[config.mk]
export PLATFORM = sky130hd
export DESIGN_NAME = btn_gesture
export DESIGN_NICKNAME = d
export VERILOG_FILES = /design/src/rtl/btn_gesture_pkg.sv /design/src/rtl/btn_gesture_edge.sv /design/src/rtl/btn_gesture.sv
export SDC_FILE = /design/constraint.sdc
export NUM_CORES = 1
export LEC_CHECK = 0
export CAP_MARGIN = 10
export CORE_MARGIN = 4
export CORE_UTILIZATION = 40
export DETAILED_ROUTE_END_ITERATION = 8
export PLACE_DENSITY = 0.57
export RECOVER_POWER = 25
export REMOVE_ABC_BUFFERS = 1
export SLEW_MARGIN = 20
export SYNTH_ARGS = -nofsm -noshare
export SYNTH_HDL_FRONTEND = slang
export SYNTH_SLANG_ARGS = --single-unit
[constraint.sdc]
create_clock -name clk -period 2.3 [get_ports clk]
set_clock_uncertainty 0.1 [all_clocks]
set_input_delay 0.46 -clock clk [delete_from_list [all_inputs] [get_ports clk]]
set_output_delay 0.46 -clock clk [all_outputs]
set_load 0.05 [all_outputs]
[src/rtl/btn_gesture_pkg.sv]
`default_nettype none
// ============================================================================
// Module   : btn_gesture_pkg
// Brief    : Shared state encoding and default tick constants for the button
//            gesture classifier and other button/UI blocks.
// Revision : 1.0 - initial release
// ============================================================================
package btn_gesture_pkg;

    // 3-bit binary state encoding; codes 5..7 are unused and recover to IDLE
    typedef enum logic [2:0] {
        S_IDLE      = 3'd0,
        S_PRESS1    = 3'd1,
        S_LONG_HELD = 3'd2,
        S_GAP       = 3'd3,
        S_PRESS2    = 3'd4
    } state_t;

    // Default timing at 100 MHz: 0.5 s long-press, 0.25 s double-press window
    localparam int c_LONG_TICKS_DEF = 50_000_000;
    localparam int c_GAP_TICKS_DEF  = 25_000_000;
    localparam int c_CNT_W_DEF      = 26;

endpackage : btn_gesture_pkg
`default_nettype wire

[src/rtl/btn_gesture_edge.sv]
`default_nettype none
// ============================================================================
// Module   : btn_gesture_edge
// Brief    : Registers the previous button level and derives rise/fall
//            strobes. Previous level resets to 1 so a button held through
//            reset is not mistaken for a fresh press.
// Revision : 1.0 - initial release
// ============================================================================
module btn_gesture_edge (
    input  logic clk,
    input  logic reset,
    input  logic i_btn,
    output logic o_rise,
    output logic o_fall
);

    logic r_prev;

    // Track last sampled level; reset value 1 suppresses a phantom rise
    always_ff @(posedge clk or negedge reset) begin
        if (!reset) begin
            r_prev <= 1'b1;
        end else begin
            r_prev <= i_btn;
        end
    end

    assign o_rise = i_btn & ~r_prev;
    assign o_fall = ~i_btn & r_prev;

endmodule : btn_gesture_edge
`default_nettype wire

[src/rtl/btn_gesture.sv]
`default_nettype none
// ============================================================================
// Module   : btn_gesture
// Brief    : Classifies debounced button presses into one-cycle short, long
//            and double press events, plus holding/busy status levels.
// Revision : 1.0 - initial release
// ============================================================================
module btn_gesture
    import btn_gesture_pkg::*;
#(
    parameter int LONG_TICKS = c_LONG_TICKS_DEF,
    parameter int GAP_TICKS  = c_GAP_TICKS_DEF,
    parameter int CNT_W      = c_CNT_W_DEF
) (
    input  logic clk,
    input  logic reset,
    input  logic btn_state,
    output logic short_press,
    output logic long_press,
    output logic double_press,
    output logic holding,
    output logic busy
);

    localparam logic [CNT_W-1:0] c_LONG_LAST = CNT_W'(LONG_TICKS - 1);
    localparam logic [CNT_W-1:0] c_GAP_LAST  = CNT_W'(GAP_TICKS - 1);
    localparam logic [CNT_W-1:0] c_CNT_MAX   = '1;

    logic             w_rise;
    logic             w_fall;
    state_t           r_state;
    logic [CNT_W-1:0] r_cnt;
    logic             r_short;
    logic             r_long;
    logic             r_double;
    logic             r_holding;
    logic             r_busy;

    btn_gesture_edge u_edge (
        .clk    (clk),
        .reset  (reset),
        .i_btn  (btn_state),
        .o_rise (w_rise),
        .o_fall (w_fall)
    );

    // Gesture FSM with its tick counter and registered outputs; status levels
    // are written alongside each transition so they track the new state
    always_ff @(posedge clk or negedge reset) begin
        if (!reset) begin
            r_state   <= S_IDLE;
            r_cnt     <= '0;
            r_short   <= 1'b0;
            r_long    <= 1'b0;
            r_double  <= 1'b0;
            r_holding <= 1'b0;
            r_busy    <= 1'b0;
        end else begin
            // Pulses last one cycle; counter saturates unless a transition clears it
            r_short  <= 1'b0;
            r_long   <= 1'b0;
            r_double <= 1'b0;
            if (r_cnt != c_CNT_MAX) begin
                r_cnt <= r_cnt + 1'b1;
            end

            case (r_state)
                S_IDLE: begin
                    if (w_rise) begin
                        r_state <= S_PRESS1;
                        r_cnt   <= '0;
                        r_busy  <= 1'b1;
                    end
                end
                S_PRESS1: begin
                    // A release on the timeout edge still counts as a short press
                    if (w_fall) begin
                        r_state <= S_GAP;
                        r_cnt   <= '0;
                    end else if (r_cnt == c_LONG_LAST) begin
                        r_state   <= S_LONG_HELD;
                        r_cnt     <= '0;
                        r_long    <= 1'b1;
                        r_holding <= 1'b1;
                    end
                end
                S_LONG_HELD: begin
                    if (w_fall) begin
                        r_state   <= S_IDLE;
                        r_cnt     <= '0;
                        r_holding <= 1'b0;
                        r_busy    <= 1'b0;
                    end
                end
                S_GAP: begin
                    // A second press on the timeout edge still counts as double
                    if (w_rise) begin
                        r_state  <= S_PRESS2;
                        r_cnt    <= '0;
                        r_double <= 1'b1;
                    end else if (r_cnt == c_GAP_LAST) begin
                        r_state <= S_IDLE;
                        r_cnt   <= '0;
                        r_short <= 1'b1;
                        r_busy  <= 1'b0;
                    end
                end
                S_PRESS2: begin
                    if (w_fall) begin
                        r_state <= S_IDLE;
                        r_cnt   <= '0;
                        r_busy  <= 1'b0;
                    end
                end
                default: begin
                    r_state   <= S_IDLE;
                    r_cnt     <= '0;
                    r_holding <= 1'b0;
                    r_busy    <= 1'b0;
                end
            endcase
        end
    end

    assign short_press  = r_short;
    assign long_press   = r_long;
    assign double_press = r_double;
    assign holding      = r_holding;
    assign busy         = r_busy;

endmodule : btn_gesture
`default_nettype wire

### M1 wires, run 1

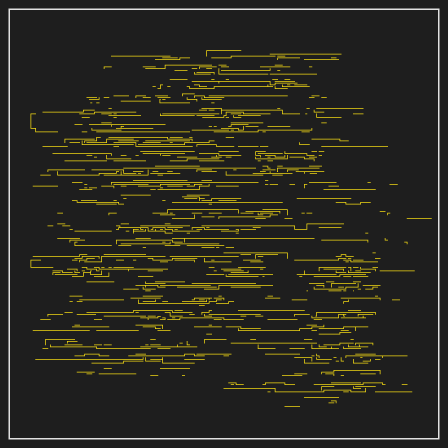
nets with wire on the layer	252
main direction	horizontal
longest straight run	27.6 um
DR vias: 1847
total wire length: 4.91 mm

### Clock distribution, run 1

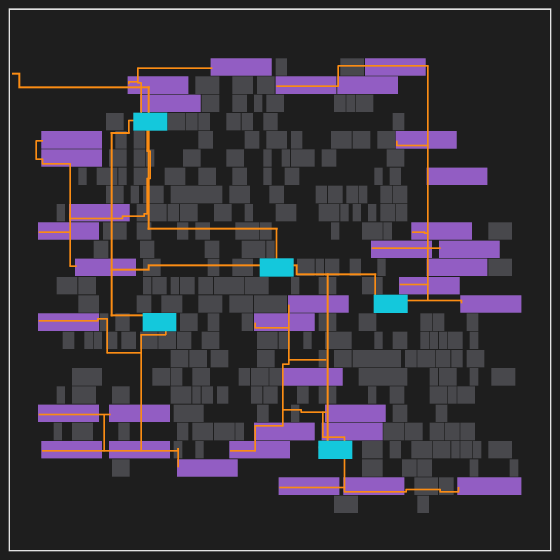
[clock wires] orange | length: 533 um
[flip-flops] purple | count: 35
[cells driving clock nets] cyan | count: 5
flops lie	widely spread
Clk power: 0.443 mW
Latency at later pin: 0.30 ns

### Nets reached from selected ports, run 1

Bar = 20 um.
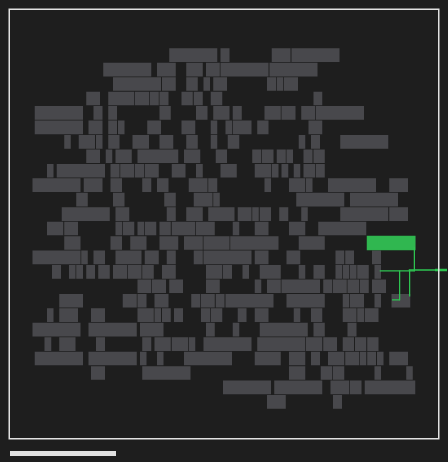
port	colour	direction	edge	end cells	buffers	wire
busy	green	output	right	1	1	27.6 um
port bufs: 7
I/O pin total: 8

### Sequential cells grouped by signal name, run 1

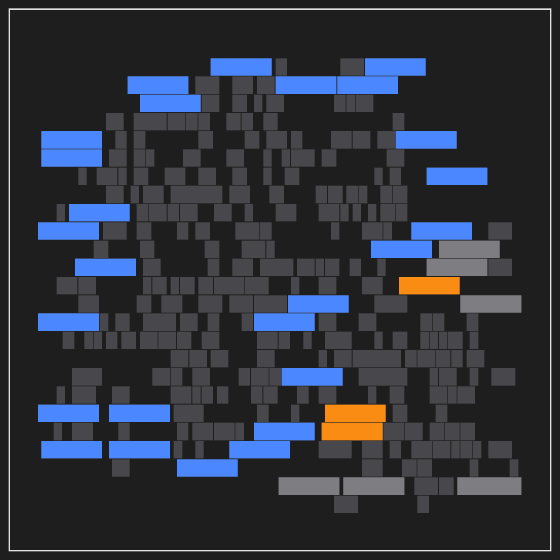
name in the netlist	colour	placed flops
r_state	orange	3
r_cnt	blue	26
not coloured	6
seq pwr: 0.773 mW
post-layout util: 0.492
sequential cell area share: 0.349

==> summary.txt, run 1 <==
run metrics: pin count of the biggest net entering global routing=36, max-cap violations=1, Placed Area=0.00241 mm^2, most area-hungry cell type in the Yosys netlist=dfrtp_1, Post-CTS Hold Fix Bufs=0, Worst Min Path Start=busy$_DFFE_PN0P_, critical path's top delay family=simple AND/OR/NAND/NOR gates, Post-Route Hold Slack=0.435 ns, post-CTS sizing=0, worst slew pin tran=1.85 ns, Mapped Cells=234, Max Transition Viols Final=36, failing checks=capacitance limit, slew limit, max layer used=met4, antenna violations before repair=0, H-tree depth=2, Global Route Usage Sum=0.174, critical path data required time=2.39 ns, row cnt=26, Setup crit start=r_cnt[15]$_DFF_PN0_, Async SR Flop Fraction=1.00, vias in the first global route=1838, cell count in the Yosys report=234, Avg Inst Size Synth=9.00 um^2, Yosys Chip Area=0.00211 mm^2, most used flip-flop cell=dfrtp_1, Die Span Y=80.6 um, metal2 WL=2.22 mm, drt wl/cell=14.7 um, cycle use final=0.956, Distinct cells, synth=49, max reg flops=26, Yosys reg bits=35, gr ovfl total=0, biggest regs=r_cnt: 26 flops, r_state: 3 flops, area share, top type=0.404, Setup Viol. Count Final=0, Final nets=268, path depth of the worst reg2reg path=6, synth top area cells=dfrtp_1 (40%), nor2_1 (4.6%), a21oi_1 (4.0%), status=finished, violations left, Worst Path Buf+Inv=1, Post-DRT Antenna Nets=0, Filler Cells Inserted=524
run 1: layout make-up:
cell class	count	area share
Clock buffer	6	0.0289
Clock inverter	2	0.00498
Inverter	2	0.00299
Multi-Input combinational cell	186	0.468
Sequential cell	35	0.349
Tap cell	70	0.0349
Timing Repair Buffer	34	0.111
run 1: where the power goes:
part	switching (mW)	leakage, nW	internal (mW)
clock	0.232	0.0412	0.211
sequential	0.0889	0.474	0.684
combinational	0.339	0.499	0.252
total	0.660	1.01	1.15
run 1: cell families after synthesis:
family | Yosys count | share of synthesized area
compound gates | 50 | 0.158
xor+xnor | 10 | 0.0416
fa+ha+maj | 1 | 0.00594
buf+inv | 13 | 0.0350
flops | 35 | 0.416
mux | 2 | 0.00950
simple gates | 123 | 0.334
==> run 2, diff against run 1 <==
--- a/config.mk
+++ b/config.mk
@@ -6,6 +6,7 @@
 export NUM_CORES = 1
 export LEC_CHECK = 0
 export CAP_MARGIN = 10
+export CORE_ASPECT_RATIO = 1.25
 export CORE_MARGIN = 4
 export CORE_UTILIZATION = 40
 export DETAILED_ROUTE_END_ITERATION = 8
@@ -15,4 +16,5 @@
 export SLEW_MARGIN = 20
 export SYNTH_ARGS = -nofsm -noshare
 export SYNTH_HDL_FRONTEND = slang
+export SYNTH_HIERARCHICAL = 1
 export SYNTH_SLANG_ARGS = --single-unit
### M1 wires, run 2

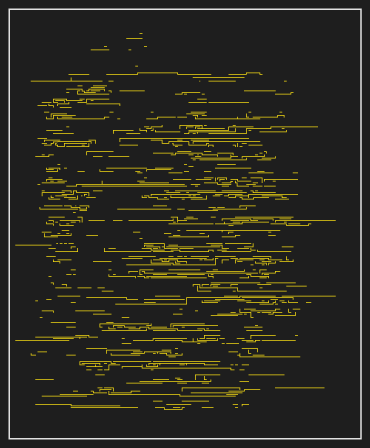
wire length on this layer	2200 um
main direction	horizontal
M1 GR Usage: 0.205
total wire length: 4.97 mm
DR vias: 1731

==> run 2 against run 1 <==
The run now ends clean. Routed wire length grew 1.3%. Sequential share of layout area grew 1.2 points. Largest cell class unchanged. Non-clock buffer count shrank 8. Die area shrank 0.95%. Power grew 3.2%. First-iteration DRC count grew 29%. Worst hold slack lost 0.27 ns.
==> summary.txt, run 2 <==
run metrics: Latency at later pin=0.29 ns (about the same), Max Transition Viols Final=0 (-100%), Die Span Y=88.7 um (+10%), antenna violations before repair=0 (unchanged), Worst Path Buf+Inv=1 (unchanged), path depth of the worst reg2reg path=6 (unchanged), Mapped Cells=223 (-4.7%), Post-Route Hold Slack=0.161 ns (-0.274 ns), cycle use final=0.950 (-0.00580), Filler Cells Inserted=489 (-6.7%), Async SR Flop Fraction=1.00 (unchanged), Post-CTS Hold Fix Bufs=0 (unchanged), port bufs=7 (unchanged), pin count of the biggest net entering global routing=36 (unchanged), Yosys reg bits=35 (unchanged), critical path's top delay family=simple AND/OR/NAND/NOR gates, yosys aoi share=0.128 (-0.0300), biggest regs=r_cnt: 26 flops, r_state: 3 flops, Final nets=247 (-7.8%), most area-hungry cell type in the Yosys netlist=dfrtp_1, Setup crit start=r_cnt[7]$_DFF_PN0_, Avg Inst Size Synth=9.34 um^2 (+3.7%), post-layout util=0.482 (-0.0104), max layer used=met4, via/cell ratio=5.66, Yosys Chip Area=0.00208 mm^2 (-1.2%), Setup Viol. Count Final=0 (unchanged), max reg flops=26 (unchanged), worst slew pin tran=0.816 ns (-1.03 ns), drt wl/cell=16.2 um (+11%), cell count in the Yosys report=223 (-4.7%), post-CTS sizing=0 (unchanged), adder-cell area share of the yosys netlist=0.00601 (+0.0000714), synth top area cells=dfrtp_1 (41%), xnor2_1 (8.0%), nor2_1 (4.9%), vias in the first global route=1774 (-3.5%), max-cap violations=0 (-1), most used flip-flop cell=dfrtp_1, metal2 WL=2.54 mm (+14%), Placed Area=0.00230 mm^2 (-4.6%), status=completed, Global Route Usage Sum=0.172 (-0.00200), critical path data required time=2.38 ns (about the same), H-tree depth=2 (unchanged)
## run 2: cell types whose count changed in the layout (fill, tap and decap cells not counted), moves of 5 or more
cell     delta
buf_4       -8
o21ai_0     -7
o31ai_1     -5
xnor2_1    +15
xor2_1      -6
## run 2: final cells by class
cell class / instances / area, um^2 / share of cell area
inverter: 6 / 22.5 / 0.00927
tap: 62 / 77.6 / 0.0319
clock buffer: 6 / 82.6 / 0.0340
clock inverter: 2 / 35.0 / 0.0144
timing repair buffer: 26 / 220 / 0.0907
sequential: 35 / 877 / 0.361
multi-input combinational: 169 / 1110 / 0.459
## run 2: report_power, final
group | internal (mW) | switching [mW]
registers | 0.666 | 0.0871
clock network | 0.351 | 0.232
logic | 0.222 | 0.307
total | 1.24 | 0.626
==> run 3, diff against run 2 <==
--- a/config.mk
+++ b/config.mk
@@ -11,7 +11,7 @@
 export CORE_UTILIZATION = 40
 export DETAILED_ROUTE_END_ITERATION = 8
 export PLACE_DENSITY = 0.57
-export RECOVER_POWER = 25
+export RECOVER_POWER = 50
 export REMOVE_ABC_BUFFERS = 1
 export SLEW_MARGIN = 20
 export SYNTH_ARGS = -nofsm -noshare
### Nets reached from selected ports, run 3

Bar = 20 um.
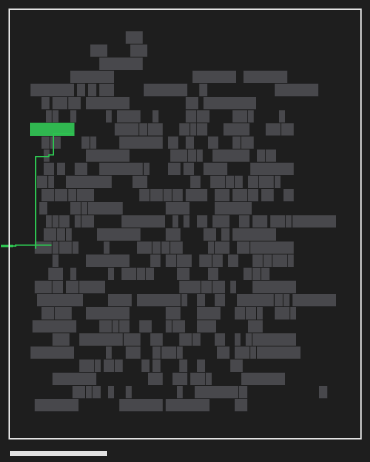
port	colour	direction	edge	end cells	buffers	wire
busy	green	output	left	1	1	39.8 um

==> run 3 against run 2 <==
Via count stayed put. First-iteration DRC count stayed put. Sequential share of layout area stayed put. Synthesized cell count stayed put. Count of clock-buffer cells in the layout stayed put. Routed wire length stayed put. Combinational power hardly changed.
==> summary.txt, run 3 <==
run metrics: yosys aoi share=0.128 (unchanged), M1 GR Usage=0.205 (unchanged), internal power=1.24 mW (unchanged), Latency at later pin=0.29 ns (about the same), Global Route Usage Sum=0.172 (unchanged), clock power share=0.313 (about the same), P_sw=0.626 mW (unchanged), Seq pwr share=0.404 (about the same), logic area=0.00111 mm^2 (unchanged), Placed Area=0.00230 mm^2 (unchanged), total wire length=4.97 mm (unchanged), critical path's top delay family=simple AND/OR/NAND/NOR gates, Comb gates=169 (unchanged), Comb area share=0.459 (unchanged), post-layout util=0.482 (unchanged), Max Transition Viols Final=0 (unchanged), drt wl/cell=16.2 um (unchanged), cell count in the Yosys report=223 (unchanged), path depth of the worst reg2reg path=6 (unchanged), Non-clock buffers, area share=0.0907 (unchanged), max reg flops=26 (unchanged), Async SR Flop Fraction=1.00 (unchanged), Setup Viol. Count Final=0 (unchanged), cycle use final=0.950 (unchanged), biggest regs=r_cnt: 26 flops, r_state: 3 flops, number of non-clock buffers=26 (unchanged), max layer used=met4, Tapcells=62 (unchanged), Top pwr grp=sequential cells, adder-cell area share of the yosys netlist=0.00601 (unchanged), nonclk inv count=6 (unchanged), pin count of the biggest net entering global routing=36 (unchanged), Die Span Y=88.7 um (unchanged), most used flip-flop cell=dfrtp_1, antenna violations before repair=0 (unchanged), seq pwr=0.753 mW (about the same), Clk power=0.583 mW (about the same), largest cell class by area=logic gates, vias in the first global route=1774 (unchanged), most area-hungry cell type in the Yosys netlist=dfrtp_1, status=completed
[run 3: kinds of logic (layout without fill, tap and decap cells)]
kind of cell	Yosys count	in the layout
and+or+nand+nor	109	109
adders and majority gates	1	1
buffers and inverters	19	40
xor gates and xnor gates	19	19
DFF	35	35
AOI/OAI and AO/OA	38	38
muxes	2	2
[run 3: how the worst min path moves through the flow]
stage	endpoint	slack, ns	from	cells past startpoint
2_1_floorplan	busy$_DFFE_PN0P_	0.06	reset	0
3_3_place_gp	busy$_DFFE_PN0P_	0.43	busy$_DFFE_PN0P_	2
3_5_place_dp	busy$_DFFE_PN0P_	0.43	busy$_DFFE_PN0P_	2
4_1_cts	r_cnt[5]$_DFF_PN0_	0.19	reset	1
5_1_grt	r_cnt[5]$_DFF_PN0_	0.21	reset	1
6_report	r_cnt[17]$_DFF_PN0_	0.16	reset	1
Power and IR drop assume default switching activity.
